==> config.mk <==
export PLATFORM = sky130hd
export DESIGN_NAME = adpll_phase_detector
export DESIGN_NICKNAME = d
export VERILOG_FILES = /design/src/rtl/adpll_pkg.sv /design/src/rtl/adpll_edge_sync.sv /design/src/rtl/adpll_phase_detector.sv
export SDC_FILE = /design/constraint.sdc
export NUM_CORES = 1
export LEC_CHECK = 0
export CAP_MARGIN = 20
export CORE_MARGIN = 2
export CORE_UTILIZATION = 48
export DETAILED_ROUTE_END_ITERATION = 10
export PLACE_DENSITY = 0.73
export SYNTH_ARGS = -nofsm -noshare
export SYNTH_HDL_FRONTEND = slang
export SYNTH_SLANG_ARGS = --single-unit
==> constraint.sdc <==
create_clock -name clk -period 1.6 [get_ports clk]
set_input_delay 0.32 -clock clk [delete_from_list [all_inputs] [get_ports clk]]
set_output_delay 0.32 -clock clk [all_outputs]
set_load 0.01 [all_outputs]
Fig. 1: run 1, signal wires on met1
(6 px per um) Supply wires on this layer in grey.
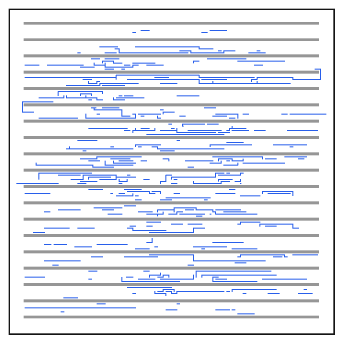
The wires run mostly horizontal. The layer holds 47% of the routed length. 117 nets have wire on it.
via count: 782
Routed WL: 2050 um

Fig. 2: run 1, met2 routing
(4 px per um)
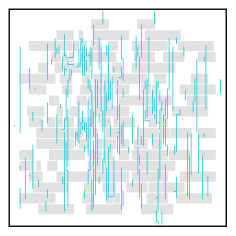
The layer carries 977 um of wire. The longest straight run is 28.9 um. The wires run mostly vertical. The layer holds 48% of the routed length.
met2 GRT Util: 27.4%

Fig. 3: run 1, metal 3
(6 px per um)
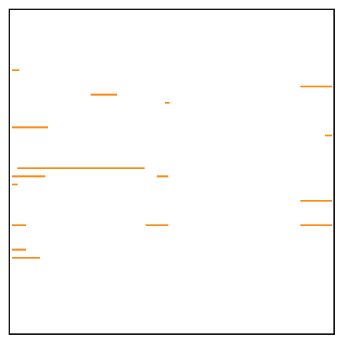
The layer holds 3.3% of the routed length. The wires run mostly horizontal. The layer carries 67.2 um of wire.
GRT met3 Usage: 2.78%

==> reports/metrics.csv, run 1 <==
stage,metric,value,unit
synth,Dominant cell area share,54.5,%
power_and_ir_drop,pwr dens,1840,mW/mm^2
floorplanning,core area,0.00241,mm^2
grt,number of global-route vias before repair,757,
worst_setup_path,R2R Setup Slk,20,ps
final_timing,cycle use final,99.0,%
worst_setup_path,cells along the critical path,ha_2 > and3_4 > ha_4 > nor3_4 > a22oi_2 > a32o_1,
clocking,Root Buffer,clkbuf_4,
power_and_ir_drop,Clock Power Share,15.8,%
clocking,Num CTS Buffers,3,
power_and_ir_drop,Seq power,1.02,mW
power_and_ir_drop,total power,2.83,mW
power_and_ir_drop,Sw Share,33.6,%
synth,Synth area leader,dfrtp_1,
floorplanning,Die Height,53.9,um
route,Pre-antenna DRT Iters,4,
synth,cells after synthesis,94,
final_layout,most frequent cells in the layout,"dfrtp_1 (24), buf_4 (11), dlymetal6s2s_1 (9)",
floorplanning,DIE WIDTH,53.9,um
clocking,CTS H-tree depth,1,
final_layout,layout cells sized above 1,31.7,%
synth,"flops & latches, synth",26,
final_timing,Setup Viol. Count Final,0,
power_and_ir_drop,Pint,1.88,mW
route,"antenna viol nets, final",0,
synth,syn_nets,101,
route,initial DRC count,5,
power_and_ir_drop,Psw,0.952,mW
clocking,CTS tree,built,
floorplanning,Initial Util,49.6,%
grt,first-pass GRT wire length,3480,um
grt,gr usage total,17.2,%
synth,Yosys cell types,35,
power_and_ir_drop,Leakage,0.808,nW
power_and_ir_drop,P_comb,1.37,mW
worst_setup_path,Worst Path Max Fanout,4,
final_timing,setup repair after global routing missed its margin,yes,
power_and_ir_drop,Max power group,combinational logic,
power_and_ir_drop,Clock Power,0.447,mW
floorplanning,Rows,18,
status,status,completed,
route,average wire per standard cell,13.6,um
worst_setup_path,crit end category,flop,
synth,Multiplexer share,8.80,%
clocking,Latency at later pin,320,ps
final_timing,minimum clock period,1580,ps
final_timing,Final Max Tran Viols,0,
worst_setup_path,CP max stage cell,dfrtp_1,
## run 1: critical path: cells and delay by family, from the launching register on
family                     cells  cell delay (ps)
DFF                            1              410
AOI/OAI and AO/OA              2              370
adders and majority gates      2              350
and+or+nand+nor                2              350
## run 1: cells in the mapped netlist (all sizes together)
cell type,n
a211oi,2
a21o,3
a21oi,8
a22oi,1
a31o,1
a32o,2
and2b,1
and3,3
buf,4
dfrtp,26
ha,3
inv,2
mux2,7
nand2,3
nand2b,3
nand3,1
nand3b,1
nor2,4
nor2b,1
nor3,3
o211ai,1
o21a,1
o21ai,5
o22a,1
o311ai,1
or2,2
or2b,1
or3b,1
xnor2,2
## run 1: stage by stage
step / setup slack (ps) / setup TNS (ps) / instances / cell area (um^2) / util, %
after global placement: 45.1 / 0 / 141 / 1410 / 58.5
after detailed placement: -38.7 / -77.6 / 141 / 1410 / 58.5
after CTS: -24.9 / -49.9 / 150 / 1500 / 62.4
after floorplan: 11.5 / 0 / 94 / 1210 / -
final: 15.6 / 0 / 150 / 1540 / 64.0
after global routing: -101 / -420 / 150 / 1540 / 64.0
## run 1: what timing repair did
action | 4_1_cts | 5_1_grt
buffers inserted | 5 | 0
setup endpoints to repair | 8 | 19
pin swaps | 4 | 4
resized | 2 | 15
## run 1: area by class of cell
class                   instances  area [um^2]
well taps                      30         37.5
multi-input cells              62          534
inverters                       2         7.51
repair buffers                 26          256
clock buffers                   3         22.5
clock inverters                 1         30.0
flip-flops and latches         26          653
fillers                       192          868
## run 1: routing by layer
metal | global-route usage, % | up-vias | part of all wire (%)
met3 | 2.78 | 5 | 3.3
met2 | 27.4 | 16 | 48
met5 | 0 | - | 0
li1 | - | 387 | -
met4 | 7.69 | 0 | 1.8
met1 | 23.1 | 374 | 47
## Run 2: what changed since run 1
--- a/config.mk
+++ b/config.mk
@@ -10,6 +10,7 @@
 export CORE_UTILIZATION = 48
 export DETAILED_ROUTE_END_ITERATION = 10
 export PLACE_DENSITY = 0.73
+export SLEW_MARGIN = 15
 export SYNTH_ARGS = -nofsm -noshare
 export SYNTH_HDL_FRONTEND = slang
 export SYNTH_SLANG_ARGS = --single-unit
Fig. 4: run 2, metal 3
(6 px per um)
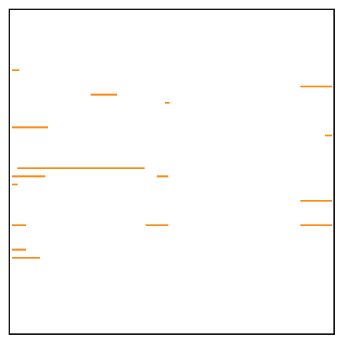
13 nets have wire on it. The longest straight run is 20.9 um. The layer carries 67.2 um of wire. The wires run mostly horizontal. The layer holds 3.3% of the routed length.

==> run 2 against run 1 <==
Area after synthesis unchanged. Combinational power about the same. Routed wire length unchanged. Setup slack unchanged. Sequential cell count unchanged. Register-to-register slack about the same. Largest power group unchanged.
==> reports/metrics.csv, run 2 <==
stage,metric,value,unit
status,status,completed,
final_timing,Hold WS,325,ps
worst_setup_path,Worst Path Max Fanout,4,
route,Pre-antenna DRT Iters,4,
grt,number of global-route vias before repair,757,
floorplanning,Rows,18,
synth,Synth top cells by count,"dfrtp_1 (26), a21oi_1 (8), mux2_4 (7), o21ai_0 (5)",
clocking,CTS Hold Bufs,0,
clocking,CTS H-tree depth,1,
power_and_ir_drop,total power,2.83,mW
final_timing,Final Max Tran Viols,0,
worst_setup_path,R2R Setup Slk,20,ps
route,DRC viols,0,
clocking,CTS tree,built,
grt,first-pass GRT wire length,3480,um
final_layout,layout cells sized above 1,31.7,%
synth,Async SR Flop Fraction,100,%
clocking,Latency at later pin,320,ps
synth,flip-flops with a built-in enable,0,
final_timing,post-route setup slack,15.6,ps
route,initial DRC count,5,
floorplanning,core area,0.00241,mm^2
final_layout,synth-to-layout area growth,29.0,%
synth,Synth area leader,dfrtp_1,
final_timing,Setup Viol. Count Final,0,
synth,Dominant cell area share,54.5,%
synth,"flops & latches, synth",26,
clocking,Root Buffer,clkbuf_4,
final_layout,register area,653,um^2
synth,Yosys cell types,35,
grt,GRT overflow,0,
power_and_ir_drop,pwr dens,1840,mW/mm^2
job,maxcap violations,0,
synth,most common cell in the netlist,dfrtp_1,
final_layout,Layout fillers,192,
route,Routed WL,2050,um
grt,initial antenna violation count,0,
worst_setup_path,cells along the critical path,ha_2 > and3_4 > ha_4 > nor3_4 > a22oi_2 > a32o_1,
floorplanning,DIE WIDTH,53.9,um
route,"antenna viol nets, final",0,
final_layout,logic area,534,um^2
final_timing,cycle use final,99.0,%
place,cell count after placement,141,
power_and_ir_drop,Leakage,0.808,nW
power_and_ir_drop,Clock Power Share,15.8,%
floorplanning,Initial Util,49.6,%
place,pre-CTS setup slack,-38.7,ps
final_layout,final instance area,0.00154,mm^2
route,average wire per standard cell,13.6,um
final_layout,Commonest Layout Cell,dfrtp_1,
grt,gr usage total,17.2,%
final_layout,Final Core Density,64.0,%
clocking,Clock transition at path regs,140,ps
synth,Synth Warn #,0,
final_timing,minimum clock period,1580,ps
power_and_ir_drop,Psw,0.952,mW
synth,syn_nets,101,
clocking,Num CTS Buffers,3,
final_timing,setup repair after global routing missed its margin,yes,
final_layout,most frequent cells in the layout,"dfrtp_1 (24), buf_4 (11), dlymetal6s2s_1 (9)",
power_and_ir_drop,Pint,1.88,mW
power_and_ir_drop,Sw Share,33.6,%
final_layout,Layout Cells excl Fill,150,
final_timing,Final Hold Vio Count,0,
synth,# Cells Yosys,94,
place,Placed Area,0.00141,mm^2
worst_setup_path,CP max stage cell,dfrtp_1,
synth,cells after synthesis,94,
power_and_ir_drop,Reg power frac,36.1,%
synth,"Top FF cell, synth",dfrtp_1,
final_timing,clock skew,1.86,ps
floorplanning,Die Height,53.9,um
route,via count,782,
clocking,clock sinks,26,
final_timing,setup TNS,0,ps
worst_setup_path,crit end category,flop,
## run 2: cell counts after synthesis
Identical to the previous run, type by type.
## run 2: logic make-up (layout without fill, tap and decap cells)
| kind of cell | after synthesis | count (layout) | share of synthesized area, % |
|---|---|---|---|
| buf+inv | 6 | 32 | 3.56 |
| mux | 7 | 7 | 8.80 |
| fa+ha+maj | 3 | 3 | 3.14 |
| simple gates | 24 | 24 | 13.2 |
| flops | 26 | 26 | 54.4 |
| xor+xnor | 2 | 2 | 1.47 |
| compound gates | 26 | 26 | 15.4 |
## run 2: layer usage
layer / part of all wire (%) / routed length (um) / global-route usage (%)
met5: 0 / 0 / 0
met4: 1.8 / 36 / 7.69
met1: 47 / 964 / 23.1
met2: 48 / 976 / 27.4
met3: 3.3 / 67 / 2.78
## run 2: power by group through the flow
stage / clock, mW / sequential [mW] / combinational, mW
5_1_grt: 0.482 / 1.06 / 1.53
3_3_place_gp: 0 / 1.08 / 1.22
3_5_place_dp: 0 / 1.10 / 1.24
6_report: 0.447 / 1.02 / 1.37
2_1_floorplan: 0 / 1.09 / 0.816
4_1_cts: 0.453 / 1.03 / 1.37
## run 2: what timing repair did
item                       CTS  global route
buffers inserted             5             0
pin swaps                    4             4
setup endpoints to repair    8            19
gates resized                2            15
## run 2: final cells by class
type                            count  share of cell area (%)
Clock buffer                        3                    1.46
Clock inverter                      1                    1.95
Inverter                            2                   0.487
Multi-Input combinational cell     62                    34.7
Sequential cell                    26                    42.4
Tap cell                           30                    2.44
Timing Repair Buffer               26                    16.6
## run 2: worst max-delay path, delay by kind of cell, from the launching register on
family | cells | cell delay (ps)
adder cells (fa/ha/maj) | 2 | 350
flip-flops | 1 | 410
AND-OR/OR-AND | 2 | 370
AND/OR/NAND/NOR | 2 | 350
Power is estimated from default activity; no workload was simulated.
